--- src/rtl/shift_frame_sequencer_pkg.sv ---
// Shared constants and state encoding for the shift-register frame sequencer.
// Optional parity support is enabled with SHIFT_FRAME_PARITY_EN.
package shift_frame_sequencer_pkg;
  localparam int   DATA_BITS   = 8;
  localparam logic LINE_IDLE   = 1'b1;
  localparam logic START_LEVEL = 1'b0;
  localparam logic STOP_LEVEL  = 1'b1;

  typedef enum logic [2:0] {
    ST_IDLE   = 3'd0,
    ST_LOAD   = 3'd1,
    ST_START  = 3'd2,
    ST_DATA   = 3'd3,
`ifdef SHIFT_FRAME_PARITY_EN
    ST_PARITY = 3'd4,
`endif
    ST_STOP   = 3'd5
  } state_e;
endpackage

--- src/rtl/shift_bit_timer.sv ---
// Bit-period counter: counts 0..CLKS_PER_BIT-1 and wraps, with a synchronous
// clear and a last-cycle decode. Shared with the receive-side sequencer.
module shift_bit_timer #(
  parameter int CLKS_PER_BIT = 16
) (
  input  logic clk,
  input  logic rst_n,
  input  logic clr_i,
  output logic last_o
);
  localparam int W = $clog2(CLKS_PER_BIT);
  localparam logic [W-1:0] LAST = W'(CLKS_PER_BIT - 1);

  logic [W-1:0] cnt_q, cnt_d;

  always_comb begin
    cnt_d = cnt_q + W'(1);
    if (clr_i || cnt_q == LAST) cnt_d = '0;
  end

  always_ff @(posedge clk or negedge rst_n) begin
    if (!rst_n) cnt_q <= '0;
    else        cnt_q <= cnt_d;
  end

  assign last_o = (cnt_q == LAST);
endmodule

--- src/rtl/shift_frame_sequencer.sv ---
// Drives Load/Shift of an external 8-bit shift register and frames its serial
// output (start, 8 data MSB first, [parity], stop). Parity: SHIFT_FRAME_PARITY_EN.
module shift_frame_sequencer
  import shift_frame_sequencer_pkg::*;
#(
  parameter int CLKS_PER_BIT = 16,
  parameter int STOP_BITS    = 1,
  parameter int ODD_PARITY   = 0
) (
  input  logic       Clk,
  input  logic       Reset_n,
  input  logic [7:0] TxData,
  input  logic       TxValid,
  output logic       TxReady,
  output logic [7:0] LoadIn,
  output logic       Load,
  output logic       Shift,
  input  logic       SerIn,
  output logic       LineOut,
  output logic       Busy
);
  localparam logic [2:0] LAST_BIT  = 3'(DATA_BITS - 1);
  localparam logic [2:0] STOP_LAST = 3'(STOP_BITS - 1);

  state_e     state_q, state_d;
  logic [2:0] bit_cnt_q, bit_cnt_d;
  logic [7:0] load_in_q, load_in_d;
  logic       tmr_clr, bit_last;

  assign tmr_clr = (state_q == ST_IDLE) || (state_q == ST_LOAD);

  shift_bit_timer #(.CLKS_PER_BIT(CLKS_PER_BIT)) u_timer (
    .clk   (Clk),
    .rst_n (Reset_n),
    .clr_i (tmr_clr),
    .last_o(bit_last)
  );

`ifdef SHIFT_FRAME_PARITY_EN
  // first_q marks the first cycle of each data bit, where SerIn is sampled
  logic par_q, par_d, first_q, first_d;

  always_comb begin
    par_d   = par_q;
    first_d = bit_last && (state_q == ST_START || state_q == ST_DATA);
    if (state_q == ST_LOAD) par_d = 1'b0;
    else if (state_q == ST_DATA && first_q) par_d = par_q ^ SerIn;
  end

  always_ff @(posedge Clk or negedge Reset_n) begin
    if (!Reset_n) begin
      par_q   <= 1'b0;
      first_q <= 1'b0;
    end else begin
      par_q   <= par_d;
      first_q <= first_d;
    end
  end
`endif

  always_ff @(posedge Clk or negedge Reset_n) begin
    if (!Reset_n) begin
      state_q   <= ST_IDLE;
      bit_cnt_q <= '0;
      load_in_q <= '0;
    end else begin
      state_q   <= state_d;
      bit_cnt_q <= bit_cnt_d;
      load_in_q <= load_in_d;
    end
  end

  // bit_cnt_q counts data bits in DATA and stop bits in STOP
  always_comb begin
    state_d   = state_q;
    bit_cnt_d = bit_cnt_q;
    load_in_d = load_in_q;
    case (state_q)
      ST_IDLE: if (TxValid) begin
        load_in_d = TxData;
        state_d   = ST_LOAD;
      end
      ST_LOAD: begin
        bit_cnt_d = '0;
        state_d   = ST_START;
      end
      ST_START: if (bit_last) state_d = ST_DATA;
      ST_DATA: if (bit_last) begin
        bit_cnt_d = bit_cnt_q + 3'd1;
`ifdef SHIFT_FRAME_PARITY_EN
        if (bit_cnt_q == LAST_BIT) state_d = ST_PARITY;
`else
        if (bit_cnt_q == LAST_BIT) state_d = ST_STOP;
`endif
      end
`ifdef SHIFT_FRAME_PARITY_EN
      ST_PARITY: if (bit_last) state_d = ST_STOP;
`endif
      ST_STOP: if (bit_last) begin
        if (bit_cnt_q == STOP_LAST) begin
          bit_cnt_d = '0;
          state_d   = ST_IDLE;
        end else begin
          bit_cnt_d = bit_cnt_q + 3'd1;
        end
      end
      default: state_d = ST_IDLE;
    endcase
  end

  // Shift on the last START cycle pre-loads SerIn with bit7; none after bit 7
  always_comb begin
    TxReady = (state_q == ST_IDLE);
    Busy    = (state_q != ST_IDLE);
    Load    = (state_q == ST_LOAD);
    Shift   = bit_last && ((state_q == ST_START) ||
              (state_q == ST_DATA && bit_cnt_q != LAST_BIT));
    LineOut = LINE_IDLE;
    case (state_q)
      ST_START:  LineOut = START_LEVEL;
      ST_DATA:   LineOut = SerIn;
`ifdef SHIFT_FRAME_PARITY_EN
      ST_PARITY: LineOut = par_q ^ (ODD_PARITY != 0);
`endif
      ST_STOP:   LineOut = STOP_LEVEL;
      default:   LineOut = LINE_IDLE;
    endcase
  end

  assign LoadIn = load_in_q;
endmodule

--- config.mk ---
export PLATFORM = sky130hd
export DESIGN_NAME = shift_frame_sequencer
export DESIGN_NICKNAME = d
export VERILOG_FILES = /design/src/rtl/shift_frame_sequencer_pkg.sv /design/src/rtl/shift_bit_timer.sv /design/src/rtl/shift_frame_sequencer.sv
export SDC_FILE = /design/constraint.sdc
export NUM_CORES = 1
export LEC_CHECK = 0
export CAP_MARGIN = 20
export CORE_MARGIN = 2
export CORE_UTILIZATION = 45
export DETAILED_ROUTE_END_ITERATION = 8
export MAX_ROUTING_LAYER = met4
export PLACE_DENSITY = 0.79
export SYNTH_ARGS = -nofsm -noshare
export SYNTH_HDL_FRONTEND = slang
export SYNTH_SLANG_ARGS = --single-unit
--- constraint.sdc ---
create_clock -name Clk -period 3.2 [get_ports Clk]
set_clock_uncertainty 0.1 [all_clocks]
set_input_delay 0.96 -clock Clk [delete_from_list [all_inputs] [get_ports Clk]]
set_output_delay 0.96 -clock Clk [all_outputs]
set_load 0.02 [all_outputs]
### Cell classes on the final placement, run 1

Bar = 10 µm. Fill, decap, tap and diode cells in gray.
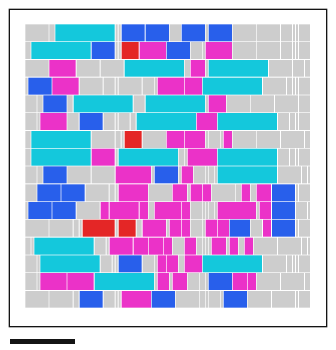
color	class	cells
blue	remaining buffers and delay cells	24
magenta	remaining logic cells	54
cyan	registers	18
red	clock drivers and dummy loads	4
Layout Utilization: 0.612
# rows: 16
post-route cell area: 0.00116 mm²

### Drive-strength map, run 1

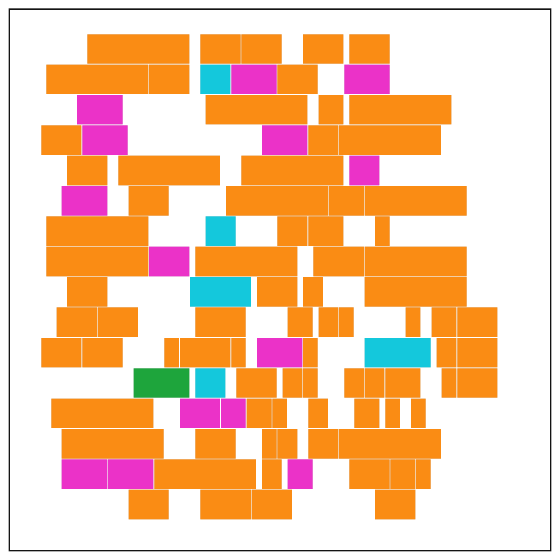
color	size	cells	share
green	x6 and larger	1	1.0%
cyan	x3 and x4	5	5.0%
orange	x1 and smaller	80	80%
magenta	x2	14	14%

### Metal 2, run 1

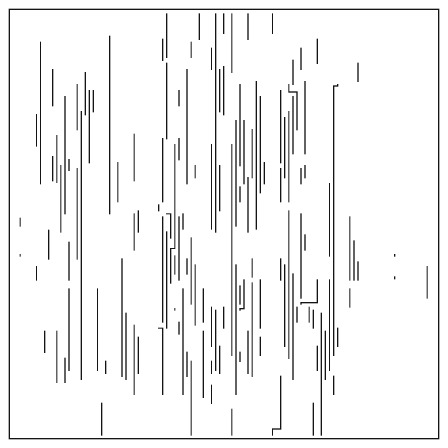
main direction	vertical
longest straight run	30.4 µm
share of all routed wire	53%
wire length on this layer	847 µm
nets with wire on the layer	102

-- run 1: state kept, by name, indices dropped and copies added (netlist names) --
name and count:
LoadIn 8, u_timer.cnt_q 4, bit_cnt_q 3, state_q 3
-- run 1: stage by stage --
| step | hold WS (ns) | setup WS (ns) | cell area (µm²) |
|---|---|---|---|
| 5_1_grt | 0.433 | 0.0453 | 1160 |
| 3_3_place_gp | 0.371 | 0.0131 | 1120 |
| 6_report | 0.421 | 0.145 | 1160 |
| 3_5_place_dp | 0.399 | -0.0137 | 1120 |
| 4_1_cts | 0.419 | 0.0447 | 1160 |
| 2_1_floorplan | 0.352 | 0.821 | 886 |
-- run 1: synthesized netlist by cell type --
library cell | instances | area share
o21ai_0 | 3 | 0.017
buf_2 | 2 | 0.011
nand2b_1 | 1 | 0.0071
nor3_1 | 3 | 0.017
and2_1 | 1 | 0.0071
nor3_4 | 1 | 0.018
a21o_1 | 1 | 0.0085
a311oi_1 | 1 | 0.0099
buf_6 | 1 | 0.013
nand3_1 | 2 | 0.011
mux2_4 | 1 | 0.017
dfrtp_1 | 18 | 0.51
a31oi_1 | 2 | 0.014
nor3b_1 | 1 | 0.0085
and3_1 | 1 | 0.0071
a21oi_1 | 1 | 0.0056
a21boi_0 | 1 | 0.0085
xnor2_1 | 1 | 0.0099
clkbuf_8 | 1 | 0.016
nand2_2 | 1 | 0.0071
inv_1 | 5 | 0.021
nand2_1 | 4 | 0.017
o211a_1 | 1 | 0.011
nand4_1 | 1 | 0.0071
maj3_2 | 1 | 0.013
a22o_2 | 2 | 0.023
nor2b_1 | 1 | 0.0071
mux2_2 | 8 | 0.10
nor2_1 | 5 | 0.021
ha_1 | 4 | 0.056
-- run 1: how the worst min path moves through the flow --
stage / start / endpoint / depth (start not counted)
after CTS: u_timer.cnt_q[3] / u_timer.cnt_q[3] / 1
after global routing: u_timer.cnt_q[3] / u_timer.cnt_q[3] / 1
after detailed placement: LoadIn[6] / LoadIn[6] / 1
after floorplan: u_timer.cnt_q[3] / u_timer.cnt_q[3] / 1
after global placement: u_timer.cnt_q[3] / u_timer.cnt_q[3] / 1
final: LoadIn[1] / LoadIn[1] / 1
-- run 1: layout by cell type (no fill, tap or decap), drive strengths merged, types with 2 or more instances in the layout --
master and count:
dfrtp 18, nand3 2, mux2 9, o21ai 3, a31oi 2, clkbuf 4
nor3 4, a22o 2, inv 5, ha 4, clkdlybuf4s50 23, nand2 5
nor2 5
-- run 1: cell families (layout without fill, tap and decap cells) --
group	after synthesis	after routing	synth area share
compound gates	12	12	0.0975
xor+xnor	1	1	0.00989
fa+ha+maj	5	5	0.0692
buf+inv	9	33	0.0607
flops	18	18	0.508
mux	9	9	0.119
simple gates	22	22	0.136
-- run 1: repair_timing --
item | 4_1_cts | 5_1_grt
cloned | 0 | 0
endpoints found under the setup margin | 1 | 1
gates resized | 1 | 2
endpoints found under the hold margin | 0 | 0
buffers inserted | 0 | 0
-- run 1: power by group --
part	switching [mW]	internal [mW]	total (mW)
clock network	0.0707	0.0693	0.140
registers	0.00250	0.232	0.235
logic	0.0169	0.0246	0.0416
total	0.0901	0.326	0.417
==> flow_summary.json, run 1 <==
{
  "critical_path_class": "register to output pin",
  "p_leak_nw": 0.535,
  "grt_util_met1": 0.165,
  "wirelength_mm": 1.60,
  "fillers": 156,
  "detail-route-antenna-nets": 0,
  "yosys_warnings": 0,
  "grt_pass1_vias": 655,
  "crit_path_end_kind": "output pin",
  "period_minus_slack_ns": 3.05,
  "portBuffers": 24,
  "die_height_um": 48.4,
  "route.met2.wl_um": 846,
  "finalNonFillerCells": 127,
  "hp-class": "register to register",
  "cts.clk_slew.worst_paths_ns": 0.10,
  "die-area_mm2": 0.00234,
  "cp_max_fo": 9,
  "p_per_area_mw_per_mm2": 358,
  "antenna_found_initial": 0,
  "grt.met3_usage": 0.0185,
  "clockRootBuffer": "clkbuf_4",
  "netlist_area_um2": 886,
  "seq_cells": 18,
  "syn_inst": 76,
  "drt-wirelength-per-cell_um": 12.6,
  "ys_seq_elements": 18,
  "synth_cell_type_count": 30,
  "top_usage_layer": "met2",
  "fp.coreArea_mm2": 0.00190,
  "inv_count": 5,
  "synth_seq_share": 0.508,
  "rsz0062_at_grt": "no",
  "slew_headroom": 0.472,
  "critPathLaunchType": "register",
  "grt_max_degree": 19,
  "clk_path_buf_depth": 2,
  "cp_num_cells": 5,
  "syn_avg_cell_area_um2": 11.7,
  "grt_first_pass_wirelength_mm": 2.60,
  "ys_cells": 76,
  "h-tree-depth": 1,
  "path_cells": "ha_1 > and3_2 > nand2_1 > a21oi_1 > clkdlybuf4s50_1",
  "final-seq-area_um2": 450,
  "boundaryPins": 25,
  "fin_crit_sh": 0.955,
  "critPathSlowestCell": "clkdlybuf4s50_1",
  "sh_seq_area": 0.387,
  "dp_hpwl_mm": 1.22,
  "r2r-end": "LoadIn[4]",
  "largest_class": "sequential cells",
  "reg2reg_from": "state_q[0]",
  "fin_total_pwr_mw": 0.417,
  "status": "completed",
  "layout.nonclk_buf_frac": 0.205,
  "cp.required_ns": 2.14,
  "rr_worst_depth": 3,
  "met2_usage": 0.259,
  "maxCapViolations": 0,
  "tightest_slew_ns": 0.790,
  "comb_cells": 49,
  "finalHoldViolCount": 0,
  "clk_share": 0.0312,
  "finalSetupViolations": 0,
  "place_inst": 123,
  "firstDrtPassIters": 4,
  "gp_congestion": 0.758,
  "clock_latency_ns": 0.29
}
==> run 2, diff against run 1 <==
--- a/config.mk
+++ b/config.mk
@@ -7,10 +7,10 @@
 export LEC_CHECK = 0
 export CAP_MARGIN = 20
 export CORE_MARGIN = 2
-export CORE_UTILIZATION = 45
+export CORE_UTILIZATION = 40
 export DETAILED_ROUTE_END_ITERATION = 8
 export MAX_ROUTING_LAYER = met4
-export PLACE_DENSITY = 0.79
+export PLACE_DENSITY = 0.72
 export SYNTH_ARGS = -nofsm -noshare
 export SYNTH_HDL_FRONTEND = slang
 export SYNTH_SLANG_ARGS = --single-unit
### Cell classes on the final placement, run 2

Bar = 20 µm. Fill, decap, tap and diode cells in gray.
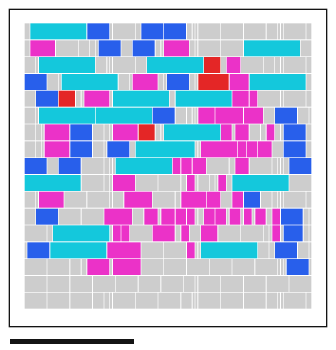
color	class	cells
magenta	remaining logic cells	54
cyan	registers	18
blue	remaining buffers and delay cells	25
red	clock drivers and dummy loads	4
Layout Utilization: 0.545
CORE AREA: 0.00215 mm²
flop share of the area: 0.386

==> run 2 against run 1 <==
  * Via count up 2.5%
  * Register-to-register slack worse by 0.02 ns
  * Setup slack better by 0.048 ns
  * Critical path depth down 1
  * Highest routed layer unchanged
==> flow_summary.json, run 2 <==
{
  "area_leaders": "dfrtp_1, mux2_2, ha_1",
  "fillers": 188,
  "postCtsSetupRepairBufs": 0,
  "status": "completed",
  "rr_worst_depth": 6,
  "design_area_mm2": 0.00117,
  "synthTopCellsByCount": "dfrtp_1, mux2_2, inv_1, nor2_1",
  "internal_power_mw": 0.326,
  "h-tree-depth": 1,
  "reg2reg_from": "u_timer.cnt_q[0]",
  "p_per_area_mw_per_mm2": 355,
  "netlist_area_um2": 886,
  "yosys_warnings": 0,
  "layout_top_cell": "clkdlybuf4s50_1",
  "finalWorstSetupSlack_ns": 0.194,
  "drt-wirelength-per-cell_um": 12.0,
  "yosysTopAreaCell": "dfrtp_1",
  "ys_seq_elements": 18,
  "die_height_um": 51.1,
  "synth_seq_share": 0.508,
  "fin_crit_sh": 0.939,
  "dp_hpwl_mm": 1.15,
  "boundaryPins": 25,
  "hp-class": "register to register",
  "syn_inst": 76,
  "finalSetupViolations": 0,
  "hold_path_depth": 1,
  "cp_max_fo": 9,
  "slew_headroom": 0.470,
  "r2r-end": "bit_cnt_q[0]",
  "ys_cells": 76,
  "cp_num_cells": 4,
  "finalHoldViolCount": 0,
  "critical_path_class": "register to output pin",
  "rsz0062_at_grt": "no",
  "post_dp_cell_area_mm2": 0.00113,
  "grt_pass1_vias": 604,
  "path_cells": "nor2_1 > nand2_1 > a21oi_1 > clkdlybuf4s50_1",
  "antenna_found_initial": 0,
  "gp_congestion": 0.745,
  "detail-route-antenna-nets": 0,
  "synthFlopType": "dfrtp_1",
  "seqPwrFrac": 0.565,
  "p_clk_frac": 0.335,
  "p_leak_nw": 0.540,
  "portBuffers": 24,
  "edf_count": 0,
  "synth_top_area_share": 0.508,
  "syn_avg_cell_area_um2": 11.7
}
### Selected gate families, run 2

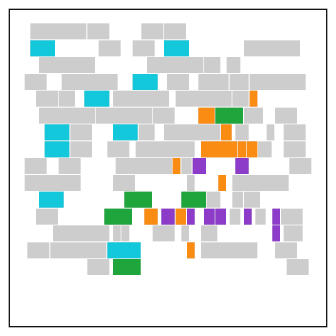
color	family	cells	most used
green	fa/ha/maj cells	5	ha_1
cyan	mux cells	9	mux2_2
orange	nor cells	11	nor2_1
purple	nand cells	9	nand2_1

## run 2: worst min path at each step
| stage | endpoint | startpoint |
|---|---|---|
| 2_1_floorplan | u_timer.cnt_q[3] | u_timer.cnt_q[3] |
| 3_3_place_gp | u_timer.cnt_q[3] | u_timer.cnt_q[3] |
| 3_5_place_dp | u_timer.cnt_q[0] | u_timer.cnt_q[0] |
| 4_1_cts | u_timer.cnt_q[3] | u_timer.cnt_q[3] |
| 5_1_grt | u_timer.cnt_q[3] | u_timer.cnt_q[3] |
| 6_report | u_timer.cnt_q[0] | u_timer.cnt_q[0] |
## run 2: worst register-to-register path, stage by stage (launching register included)
cell and delay, ns:
dfrtp_1 0.42, ha_1 0.24, and3_1 0.20, buf_4 0.16, maj3_2 0.32, nand2_2 0.09, mux2_4 0.15
## run 2: cells by family (layout without fill, tap and decap cells)
family,after synthesis,in the layout,share of synthesized area
mux,9,9,0.119
xor+xnor,1,1,0.00989
flops,18,18,0.508
fa+ha+maj,5,5,0.0692
compound gates,12,12,0.0975
simple gates,22,22,0.136
buf+inv,9,34,0.0607
## run 2: metrics by stage
stage	total power, mW	hold slack (ns)	cells
floorplan	0.252	0.352	76
global placement	0.281	0.369	125
detailed placement	0.282	0.392	125
CTS	0.423	0.407	129
global route	0.436	0.423	129
finish	0.416	0.407	129
## run 2: cell type report
cell class / instances / area share
Timing Repair Buffer: 25 / 0.211
Multi-Input combinational cell: 49 / 0.326
Tap cell: 28 / 0.0299
Clock buffer: 4 / 0.0310
Sequential cell: 18 / 0.386
Inverter: 5 / 0.0160
## run 2: power by group through the flow
stage	combinational (mW)	clock (mW)	sequential [mW]
after floorplan	0.00584	0	0.246
after global placement	0.0422	0	0.239
after detailed placement	0.0427	0	0.240
after CTS	0.0424	0.146	0.235
after global routing	0.0442	0.156	0.236
final	0.0414	0.139	0.235
## run 2: layer usage
layer	GRT usage	vias to the layer above	wire (µm)
met5	-	-	0
li1	-	315	-
met4	0.0541	0	19
met1	0.144	310	701
met2	0.221	21	712
met3	0.0585	5	111
## run 2: repair_timing
action	in CTS	in global routing
gates cloned	0	0
resized	1	1
endpoints found under the setup margin	1	1
No activity file was given, so power comes from the tool's default toggle rates.
